<file path="src/rtl/rec_sequencer.sv">
// rec_sequencer: records key notes into an external memory and plays them back timed by tick pulses.
// Optional build macro REC_LOOP_EN: when defined, playback wraps to the first note instead of stopping.
`ifndef OCTAVE_BITS
`define OCTAVE_BITS 3
`endif
`ifndef NOTE_BITS
`define NOTE_BITS 4
`endif
`ifndef LENGTH_BITS
`define LENGTH_BITS 3
`endif
`ifndef FULL_NOTE_BITS
`define FULL_NOTE_BITS 2
`endif
`ifndef REC_CNT_BITS
`define REC_CNT_BITS 3
`endif

module rec_sequencer #(
    parameter int GAP_TICKS = 1
) (
    input  logic                         clk,
    input  logic                         rst,
    input  logic                         rec_start,
    input  logic                         play_start,
    input  logic                         stop,
    input  logic                         tick,
    input  logic                         key_valid,
    input  logic [`OCTAVE_BITS-1:0]      octave,
    input  logic [`NOTE_BITS-1:0]        note,
    input  logic [`LENGTH_BITS-1:0]      length,
    input  logic [`FULL_NOTE_BITS-1:0]   full_note,
    output logic                         mem_rw,
    output logic                         mem_en,
    output logic [`REC_CNT_BITS-1:0]     mem_cnt,
    output logic [`OCTAVE_BITS-1:0]      mem_octave,
    output logic [`NOTE_BITS-1:0]        mem_note,
    output logic [`LENGTH_BITS-1:0]      mem_length,
    output logic [`FULL_NOTE_BITS-1:0]   mem_full_note,
    input  logic [`OCTAVE_BITS-1:0]      octave_r,
    input  logic [`NOTE_BITS-1:0]        note_r,
    input  logic [`LENGTH_BITS-1:0]      length_r,
    input  logic [`FULL_NOTE_BITS-1:0]   full_note_r,
    output logic                         play_valid,
    output logic [`OCTAVE_BITS-1:0]      play_octave,
    output logic [`NOTE_BITS-1:0]        play_note,
    output logic [`FULL_NOTE_BITS-1:0]   play_full_note,
    output logic [`REC_CNT_BITS-1:0]     play_idx,
    output logic [`REC_CNT_BITS:0]       rec_count,
    output logic                         full,
    output logic                         busy_rec,
    output logic                         busy_play,
    output logic                         done
);
    localparam int CW = `REC_CNT_BITS;
    localparam int LW = `LENGTH_BITS;
    localparam int TW = 16;

    typedef enum logic [2:0] {IDLE, REC, FETCH, HOLD, GAP} state_t;

    state_t                     state_q, state_d;
    logic [CW:0]                rec_count_q, rec_count_d;
    logic [CW-1:0]              play_idx_q, play_idx_d;
    logic [TW-1:0]              tick_cnt_q, tick_cnt_d, tick_nx;
    logic [LW-1:0]              len_q, len_d, hold_len;
    logic [`OCTAVE_BITS-1:0]    play_octave_q, play_octave_d;
    logic [`NOTE_BITS-1:0]      play_note_q, play_note_d;
    logic [`FULL_NOTE_BITS-1:0] play_full_note_q, play_full_note_d;
    logic                       play_valid_q, play_valid_d;
    logic                       done_q, done_d;
    logic                       wr, last, step;

    assign tick_nx  = tick_cnt_q + TW'(1);
    assign hold_len = (len_q == '0) ? LW'(1) : len_q;
    assign last     = play_idx_q == CW'(rec_count_q - (CW+1)'(1));
    // A command in the same cycle as a key press wins, so that key is not stored.
    assign wr       = state_q == REC && key_valid && !rec_count_q[CW] && !stop && !rec_start;

    assign play_valid     = play_valid_q;
    assign play_octave    = play_octave_q;
    assign play_note      = play_note_q;
    assign play_full_note = play_full_note_q;
    assign play_idx       = play_idx_q;
    assign rec_count      = rec_count_q;
    assign full           = rec_count_q[CW];
    assign busy_rec       = state_q == REC;
    assign busy_play      = state_q == FETCH || state_q == HOLD || state_q == GAP;
    assign done           = done_q;

    // Next state: command priority, record counting, tick-timed note/gap durations and song stepping.
    always_comb begin
        state_d          = state_q;
        rec_count_d      = rec_count_q;
        play_idx_d       = play_idx_q;
        tick_cnt_d       = tick_cnt_q;
        len_d            = len_q;
        play_octave_d    = play_octave_q;
        play_note_d      = play_note_q;
        play_full_note_d = play_full_note_q;
        done_d           = 1'b0;
        step             = 1'b0;
        if (stop) begin
            state_d = IDLE;
        end else if (rec_start) begin
            rec_count_d = '0;
            state_d     = REC;
        end else begin
            case (state_q)
                IDLE: begin
                    if (play_start) begin
                        if (rec_count_q == '0) begin
                            done_d = 1'b1;
                        end else begin
                            play_idx_d = '0;
                            state_d    = FETCH;
                        end
                    end
                end
                REC: begin
                    if (wr) rec_count_d = rec_count_q + (CW+1)'(1);
                end
                FETCH: begin
                    len_d            = length_r;
                    play_octave_d    = octave_r;
                    play_note_d      = note_r;
                    play_full_note_d = full_note_r;
                    state_d          = HOLD;
                end
                HOLD: begin
                    if (tick) begin
                        tick_cnt_d = tick_nx;
                        if (tick_nx >= TW'(hold_len)) begin
                            if (GAP_TICKS > 0) state_d = GAP;
                            else step = 1'b1;
                        end
                    end
                end
                GAP: begin
                    if (tick) begin
                        tick_cnt_d = tick_nx;
                        if (tick_nx >= TW'(GAP_TICKS)) step = 1'b1;
                    end
                end
                default: state_d = IDLE;
            endcase
        end
        if (step) begin
            if (!last) begin
                play_idx_d = play_idx_q + CW'(1);
                state_d    = FETCH;
            end else begin
                done_d = 1'b1;
`ifdef REC_LOOP_EN
                play_idx_d = '0;
                state_d    = FETCH;
`else
                state_d    = IDLE;
`endif
            end
        end
        // Ticks seen on the cycle a state is entered belong to the state being left.
        if (state_d != state_q) tick_cnt_d = '0;
        play_valid_d = state_d == HOLD;
    end

    // Memory port: same-cycle write strobe on an accepted key, read strobe for the FETCH cycle.
    always_comb begin
        mem_en        = wr || state_q == FETCH;
        mem_rw        = wr;
        mem_cnt       = wr ? rec_count_q[CW-1:0] : (state_q == FETCH ? play_idx_q : '0);
        mem_octave    = wr ? octave : '0;
        mem_note      = wr ? note : '0;
        mem_length    = wr ? length : '0;
        mem_full_note = wr ? full_note : '0;
    end

    // State and registered outputs; reset abandons any operation at once.
    always_ff @(posedge clk or posedge rst) begin
        if (rst) begin
            state_q          <= IDLE;
            rec_count_q      <= '0;
            play_idx_q       <= '0;
            tick_cnt_q       <= '0;
            len_q            <= '0;
            play_octave_q    <= '0;
            play_note_q      <= '0;
            play_full_note_q <= '0;
            play_valid_q     <= 1'b0;
            done_q           <= 1'b0;
        end else begin
            state_q          <= state_d;
            rec_count_q      <= rec_count_d;
            play_idx_q       <= play_idx_d;
            tick_cnt_q       <= tick_cnt_d;
            len_q            <= len_d;
            play_octave_q    <= play_octave_d;
            play_note_q      <= play_note_d;
            play_full_note_q <= play_full_note_d;
            play_valid_q     <= play_valid_d;
            done_q           <= done_d;
        end
    end
endmodule

</file>
<file path="config.mk">
export PLATFORM = sky130hd
export DESIGN_NAME = rec_sequencer
export DESIGN_NICKNAME = d
export VERILOG_FILES = /design/src/rtl/rec_sequencer.sv
export SDC_FILE = /design/constraint.sdc
export NUM_CORES = 1
export LEC_CHECK = 0
export ABC_CLOCK_PERIOD_IN_PS = 4400
export CAP_MARGIN = 20
export CORE_MARGIN = 2
export CORE_UTILIZATION = 54
export CTS_BUF_LIST = sky130_fd_sc_hd__clkbuf_4 sky130_fd_sc_hd__clkbuf_8
export CTS_CLUSTER_DIAMETER = 120
export DETAILED_ROUTE_END_ITERATION = 10
export PLACE_DENSITY_LB_ADDON = 0.15
export SYNTH_ARGS = -nofsm -noshare
export SYNTH_HDL_FRONTEND = slang
export SYNTH_SLANG_ARGS = --single-unit
</file>
<file path="constraint.sdc">
create_clock -name clk -period 4.4 [get_ports clk]
set_input_delay 0.44 -clock clk [delete_from_list [all_inputs] [get_ports clk]]
set_output_delay 0.44 -clock clk [all_outputs]
set_load 0.01 [all_outputs]
</file>
Fig. 1: run 1, supply network
Scale bar: 20 um. Pins as bars on the die edge.
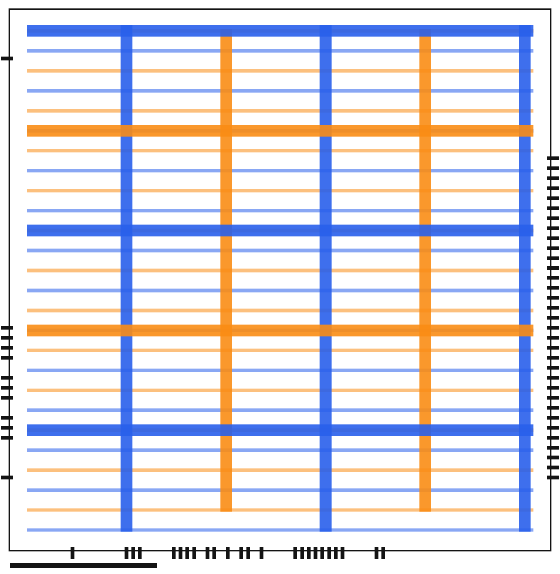
legend:
  VDD:
    colour: orange
  VSS:
    colour: blue
rows: 25
met4 straps: 5
core area: 4690 sq um
Die Y: 73.6 um
Die Wd: 73.6 um

Fig. 2: run 1, placement by cell class
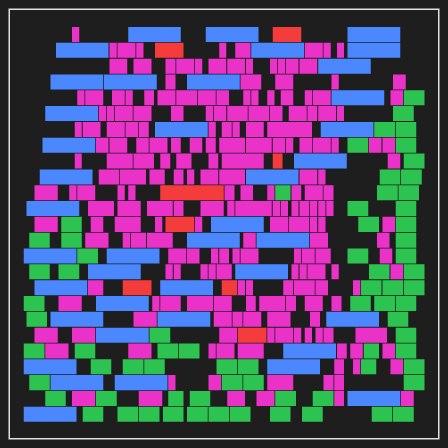
legend:
  clock drivers and dummy loads:
    colour: red
    cells: 8
    share_of_their_area: 3.4%
  flip-flops:
    colour: blue
    cells: 40
    share_of_their_area: 30%
  all other logic:
    colour: magenta
    cells: 216
    share_of_their_area: 45%
  other buffers and delay cells:
    colour: green
    cells: 72
    share_of_their_area: 21%
# rows: 25
final cell area excluding filler cells: 3390 sq um
Final Util: 72.2%
Seq area share: 29.6%

Fig. 3: run 1, clock network drawn from the DEF
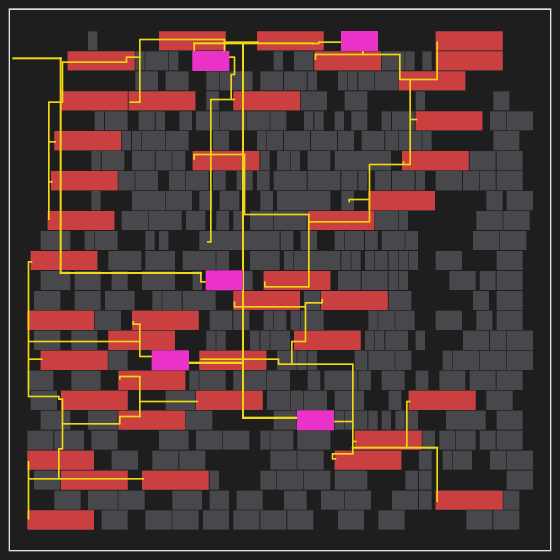
legend:
  flip-flops:
    colour: red
    count: 40
  cells driving clock nets:
    colour: magenta
    count: 5
  clock wires:
    colour: yellow
    length: 558 um
routed clock nets: 6
clock power share: 33.1%
Power Clock: 305 uW
clk latency late pin: 300 ps

Fig. 4: run 1, routed metal, one colour a layer
Scale bar: 20 um.
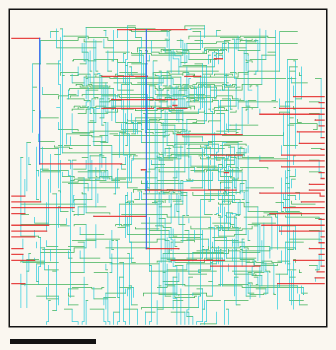
legend:
  met2:
    colour: cyan
    wire_length: 2710 um
  met1:
    colour: green
    wire_length: 2520 um
  met4:
    colour: blue
    wire_length: 80.2 um
  met3:
    colour: red
    wire_length: 436 um
GRT Util Overall: 22.8%
WL/cell: 14.7 um
drt total wl: 5750 um
Via Count: 2243

==> run 1: cells in the mapped netlist, types with 2 or more instances <==
library cell,number,share of area [%]
clkbuf_1,7,1.0
nor3_1,4,0.77
a22o_1,5,1.7
nand4b_1,2,0.67
clkbuf_2,2,0.38
mux2i_1,4,1.5
nand2_1,22,3.2
and4_1,2,0.67
a31oi_1,3,0.72
buf_6,4,1.7
ha_1,10,4.8
inv_1,12,1.7
nand4_1,5,1.2
o21ai_0,8,1.5
nor2_1,32,4.6
nor4b_1,2,0.67
a311oi_1,2,0.67
a21oi_1,7,1.3
mux2_2,13,5.6
buf_4,5,1.4
dfrtp_1,40,38
and2_1,4,0.96
nand3_1,10,1.9
xor2_1,15,5.0
and3_1,15,3.6
nand2b_1,3,0.72
xnor2_1,10,3.4
==> deck_impl_summary.md, run 1 <==
Run Summary

Power and ir drop
  – VDD IR-drop max: 204 uV
  – Logic pwr share: 21.3%
  – Max power group: registers
  – Power Sequential: 421 uW
  – PD cells: 273 nW/um^2
  – Leak: 0.00149 uW
  – Int Power: 674 uW
  – Tot Pwr: 923 uW

Setup path
  – Worst R2R Start: tick_cnt_q[0]
  – Crit-path cells: nand2b_1, nor4b_2, and2_0, a22o_1, clkdlybuf4s50_1
  – CP endpoint kind: output pin
  – Startpoint types: flip-flop
  – Worst reg2reg endpoint: tick_cnt_q[11]
  – CP Data Arrival Time: 2360 ps
  – CP startpoint: state_q[2]
  – CP required: 3960 ps
  – Crit path depth: 5
  – Worst path bufs/invs: 1
  – Crit Path Category: flip-flop to output pin
  – Slowest CP cell: clkdlybuf4s50_1
  – FF-to-FF setup slack: 1640 ps

Synth
  – Syn nets: 316
  – Distinct lib cells used: 54
  – Simple share: 22.5%
  – Ys flops: 40
  – Ys async rst share: 100%
  – Aoi share: 12.4%
  – Top non-seq family: simple AND/OR/NAND/NOR gates
  – Synth Area in XOR/XNOR: 8.38%
  – Synthesized cell area: 2610 sq um
  – Post-Syn Area per Cell: 9.50 sq um
  – Adder-Cell Fraction of Synth Area: 4.79%
  – Sequential share of the synthesized area: 38.3%

Cells and area
  – Inverter count: 12
  – Flop Count: 40
  – Top logic cells by instance count in the layout: clkdlybuf4s50_1 (68), dfrtp_1 (40), nor2_1 (32)
  – Multi-input combinational area share: 42.8%
  – Fraction of layout cells with a size suffix above 1: 11.9%
  – Register area: 1000 sq um
  – Non-CTS buffers: 72
  – Synthesis-to-finish area growth: 29.5%
  – Comb_multi_in: 204
  – Largest register FFs: 16
  – Fill count: 352
  – Final clock-cell share: 3.29%
  – Max-area cell class: multi-input combinational cells
  – Highest-count logic cell in the final layout: clkdlybuf4s50_1

Flow run
  – Max-cap check violation count: 0
  – Tool warnings: 30

Clocking
  – Hold-fix buffers, CTS: 0
  – Post-CTS Setup Bufs: 0
  – CTS H-tree lvls: 2
  – CTS Root Cell: clkbuf_8
  – Resized cells post-CTS: 0
  – CTS tree: done

Routing
  – Met1 wire length: 2520 um
  – Wire length on met3: 435 um
  – DR DRC count: 0
  – Final ANT Viol Nets: 0
  – Routed length on met2: 2710 um
  – Uppermost layer routed: met4
  – DR iter-0 viols: 176
  – Vias per cell: 5.75

Floorplanning
  – Tap Count: 54
  – Starting Density: 55.7%
  – Chip Area: 5410 sq um

Min path
  – Worst Hold End: play_note[1]
  – Worst hold path cell count: 1

Timing
  – Max Fclk: 357 MHz
  – Slew margin rel.: 65.8%
  – Hold Slack: 510 ps
  – Setup_tns: 0 ps
  – Skew final: 8.09 ps
  – Final min period: 2800 ps
  – Fin crit share: 63.6%
  – PnR worst setup slack: 1600 ps

Global route
  – Largest net degree at the start of global routing: 41
  – First-pass GRT wire length: 9590 um
  – GR peak layer: met2
  – Global-route track usage on met1: 31.4%
  – Initial antenna violation count: 0
  – Remaining Overflow, GRT: 0

Placed design
  – Placed cell areas: 3270 sq um
  – Final GP Congestion: 0.846

Run status
  – Outcome: complete, no violations
## Run 2: what changed since run 1
--- a/config.mk
+++ b/config.mk
@@ -5,10 +5,10 @@
 export SDC_FILE = /design/constraint.sdc
 export NUM_CORES = 1
 export LEC_CHECK = 0
-export ABC_CLOCK_PERIOD_IN_PS = 4400
+export ABC_CLOCK_PERIOD_IN_PS = 2740
 export CAP_MARGIN = 20
 export CORE_MARGIN = 2
-export CORE_UTILIZATION = 54
+export CORE_UTILIZATION = 51
 export CTS_BUF_LIST = sky130_fd_sc_hd__clkbuf_4 sky130_fd_sc_hd__clkbuf_8
 export CTS_CLUSTER_DIAMETER = 120
 export DETAILED_ROUTE_END_ITERATION = 10
==> constraint.sdc (replaced) <==
create_clock -name clk -period 2.74 [get_ports clk]
set_input_delay 0.274 -clock clk [delete_from_list [all_inputs] [get_ports clk]]
set_output_delay 0.274 -clock clk [all_outputs]
set_load 0.01 [all_outputs]
Fig. 5: run 2, placement by cell class
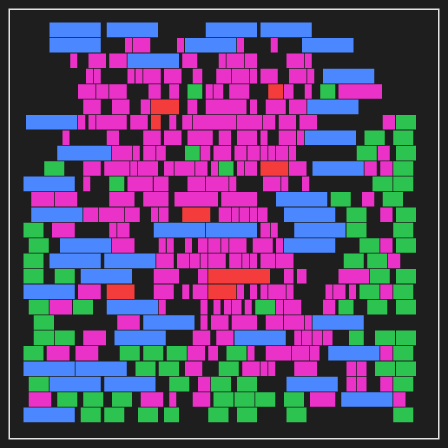
legend:
  other buffers and delay cells:
    colour: green
    cells: 76
    share_of_their_area: 22%
  clock drivers and dummy loads:
    colour: red
    cells: 8
    share_of_their_area: 3.3%
  all other logic:
    colour: magenta
    cells: 216
    share_of_their_area: 45%
  flip-flops:
    colour: blue
    cells: 40
    share_of_their_area: 30%
core area: 5010 sq um
Final Util: 69.1%

Fig. 6: run 2, supply network
Scale bar: 20 um. Pins as bars on the die edge.
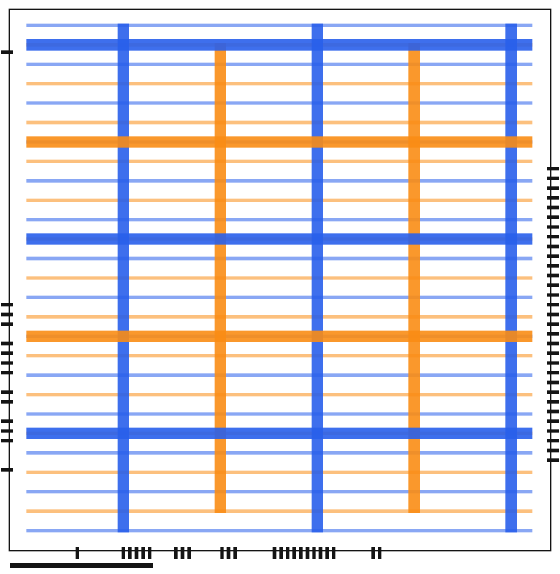
legend:
  VDD:
    colour: orange
  VSS:
    colour: blue
met4 straps: 5
met5 straps: 5
signal pins: 69
rows: 26
VDD IR-drop max: 445 uV
Die Y: 75.6 um

==> run 2 against run 1 <==
  * Cell count grew 5.1%
  * Die size grew 5.6%
  * Highest routed layer unchanged
  * Synthesized area is the same
  * Sequential power increased by 61%
  * Power up 61%
  * Via count shrank 1.0%
  * Clock power is 61% higher
==> deck_impl_summary.md, run 2 <==
Run Summary

Routing
  – Final ANT Viol Nets: 0 (unchanged)
  – DR iter-0 viols: 150 (-15%)
  – Met1 wire length: 2610 um (+3.4%)
  – Routed length on met2: 2720 um (+0.22%)
  – Drt total wl: 5830 um (+1.3%)
  – Vias per cell: 5.41 (-5.9%)
  – Uppermost layer routed: met4
  – Wire length on met3: 435 um (unchanged)
  – WL/cell: 14.2 um (-3.6%)

Timing
  – Max Fclk: 386 MHz
  – Skew final: 6.96 ps (-1.12 ps)
  – PnR worst setup slack: 148 ps (-1450 ps)
  – Setup_tns: 0 ps (unchanged)
  – Fin crit share: 94.6%
  – Slew margin rel.: 66.5% (+0.71 points)
  – Final min period: 2590 ps

Setup path
  – CP Data Arrival Time: 2320 ps (-40 ps)
  – Crit Path Category: flip-flop to output pin
  – Worst reg2reg endpoint: tick_cnt_q[0]
  – Worst R2R Start: tick_cnt_q[1]
  – CP startpoint: state_q[2]
  – CP required: 2470 ps (-1490 ps)
  – Startpoint types: flip-flop
  – Crit path depth: 5 (unchanged)
  – Worst path bufs/invs: 1 (unchanged)
  – CP endpoint kind: output pin
  – Crit-path cells: nand2b_1, nor4b_2, and2_1, a22o_1, clkdlybuf4s50_1
  – Slowest CP cell: clkdlybuf4s50_1
  – FF-to-FF setup slack: 150 ps (-1490 ps)

Cells and area
  – Max-area cell class: multi-input combinational cells
  – Largest register FFs: 16 (unchanged)
  – Nets: 380
  – Inverter count: 12 (unchanged)
  – Top logic cells by instance count in the layout: clkdlybuf4s50_1 (68), dfrtp_1 (39), nor2_1 (32)
  – Final cell area excluding filler cells: 3460 sq um (+2.3%)
  – Flop Count: 40 (unchanged)
  – NonClk Buf Share: 21.4%
  – Top reg by flops: tick_cnt_q
  – Seq area share: 28.9% (-0.63 points)
  – Register area: 1000 sq um (+0.12%)
  – Highest-count logic cell in the final layout: clkdlybuf4s50_1
  – Final clock-cell share: 3.22% (-0.074 points)
  – Synthesis-to-finish area growth: 32.5%
  – Non-CTS buffers: 76 (+5.6%)
  – Clkbuf count: 6
  – Fraction of layout cells with a size suffix above 1: 13.8% (+1.9 points)
  – Multi-input combinational area share: 42.6% (-0.20 points)
  – Fill count: 428 (+22%)

Global route
  – First-pass GRT wire length: 9260 um (-3.5%)
  – Global-route track usage on met1: 28.8% (-2.7 points)
  – Largest net degree at the start of global routing: 41 (unchanged)
  – GR peak layer: met2
  – Remaining Overflow, GRT: 0 (unchanged)
  – Initial antenna violation count: 0 (unchanged)
  – Vias in the first global route: 1967
  – GRT Util Overall: 21.2% (-1.6 points)

Run status
  – Outcome: complete, no violations

Flow run
  – Max-cap check violation count: 0 (unchanged)
  – Tool warnings: 30 (unchanged)

Placed design
  – Placed cell areas: 3310 sq um (+1.1%)
  – Final GP Congestion: 0.868 (+2.6%)

Floorplanning
  – Tap Count: 70 (+30%)
  – Starting Density: 52.2% (-3.5 points)
  – Die Wd: 75.6 um (+2.7%)
  – # rows: 26 (+4.0%)

Synth
  – Post-synth EDFFs: 0
  – Ys async rst share: 100% (unchanged)
  – Simple share: 22.5% (unchanged)
  – Synthesized cell area: 2610 sq um (unchanged)
  – Sequential share of the synthesized area: 38.3% (unchanged)
  – Synth top cell by count: dfrtp_1
  – Syn nets: 316 (unchanged)
  – Ys flops: 40 (unchanged)
  – Aoi share: 12.4% (unchanged)
  – Post-synth area hogs: dfrtp_1 (38%), mux2_2 (5.6%), xor2_1 (5.0%), ha_1 (4.8%), nor2_1 (4.6%)
  – Top non-seq family: simple AND/OR/NAND/NOR gates
  – Top cell area share: 38.3% (unchanged)
  – Leading area contributor after synthesis: dfrtp_1
  – Adder-Cell Fraction of Synth Area: 4.79% (unchanged)
  – List of most frequent post-synthesis cells: dfrtp_1 (40), nor2_1 (32), nand2_1 (22)
  – Distinct lib cells used: 54 (unchanged)

Clocking
  – CTS tree: done
  – CTS Root Cell: clkbuf_8

Power and ir drop
  – Tot Pwr: 1480 uW (+61%)
  – PD cells: 428 nW/um^2 (+57%)
  – Leak: 0.00153 uW (+2.4%)
  – Logic pwr share: 21.4% (about the same)
  – Clock power share: 33.0% (about the same)
  – Int Power: 1090 uW (+62%)
[run 2: power by group through the flow]
stage                     combinational, uW  sequential [uW]  clock (uW)
after global placement                  311              685           0
after detailed placement                318              689           0
after floorplan                         159              691           0
after CTS                               321              677         500
after global routing                    348              687         527
final                                   317              677         490
[run 2: through the flow]
stage / hold WS [ps] / utilization [%]
CTS: 434 / 68.3
global route: 500 / 69.1
floorplan: 424 / -
finish: 407 / 69.1
detailed placement: 487 / 66.1
global placement: 483 / 66.1
[run 2: cells by family after synthesis]
logic type / after synthesis
muxes: 17
adders and majority gates: 10
AOI/OAI and AO/OA: 41
buffers and inverters: 31
xor gates and xnor gates: 25
DFF: 40
and+or+nand+nor: 111
[run 2: what timing repair did]
item                                    CTS  global route
buffers inserted                          0             2
endpoints found under the setup margin    0            26
resized                                   0             6
Power figures rest on the tool's default switching activity, not on a simulated workload.
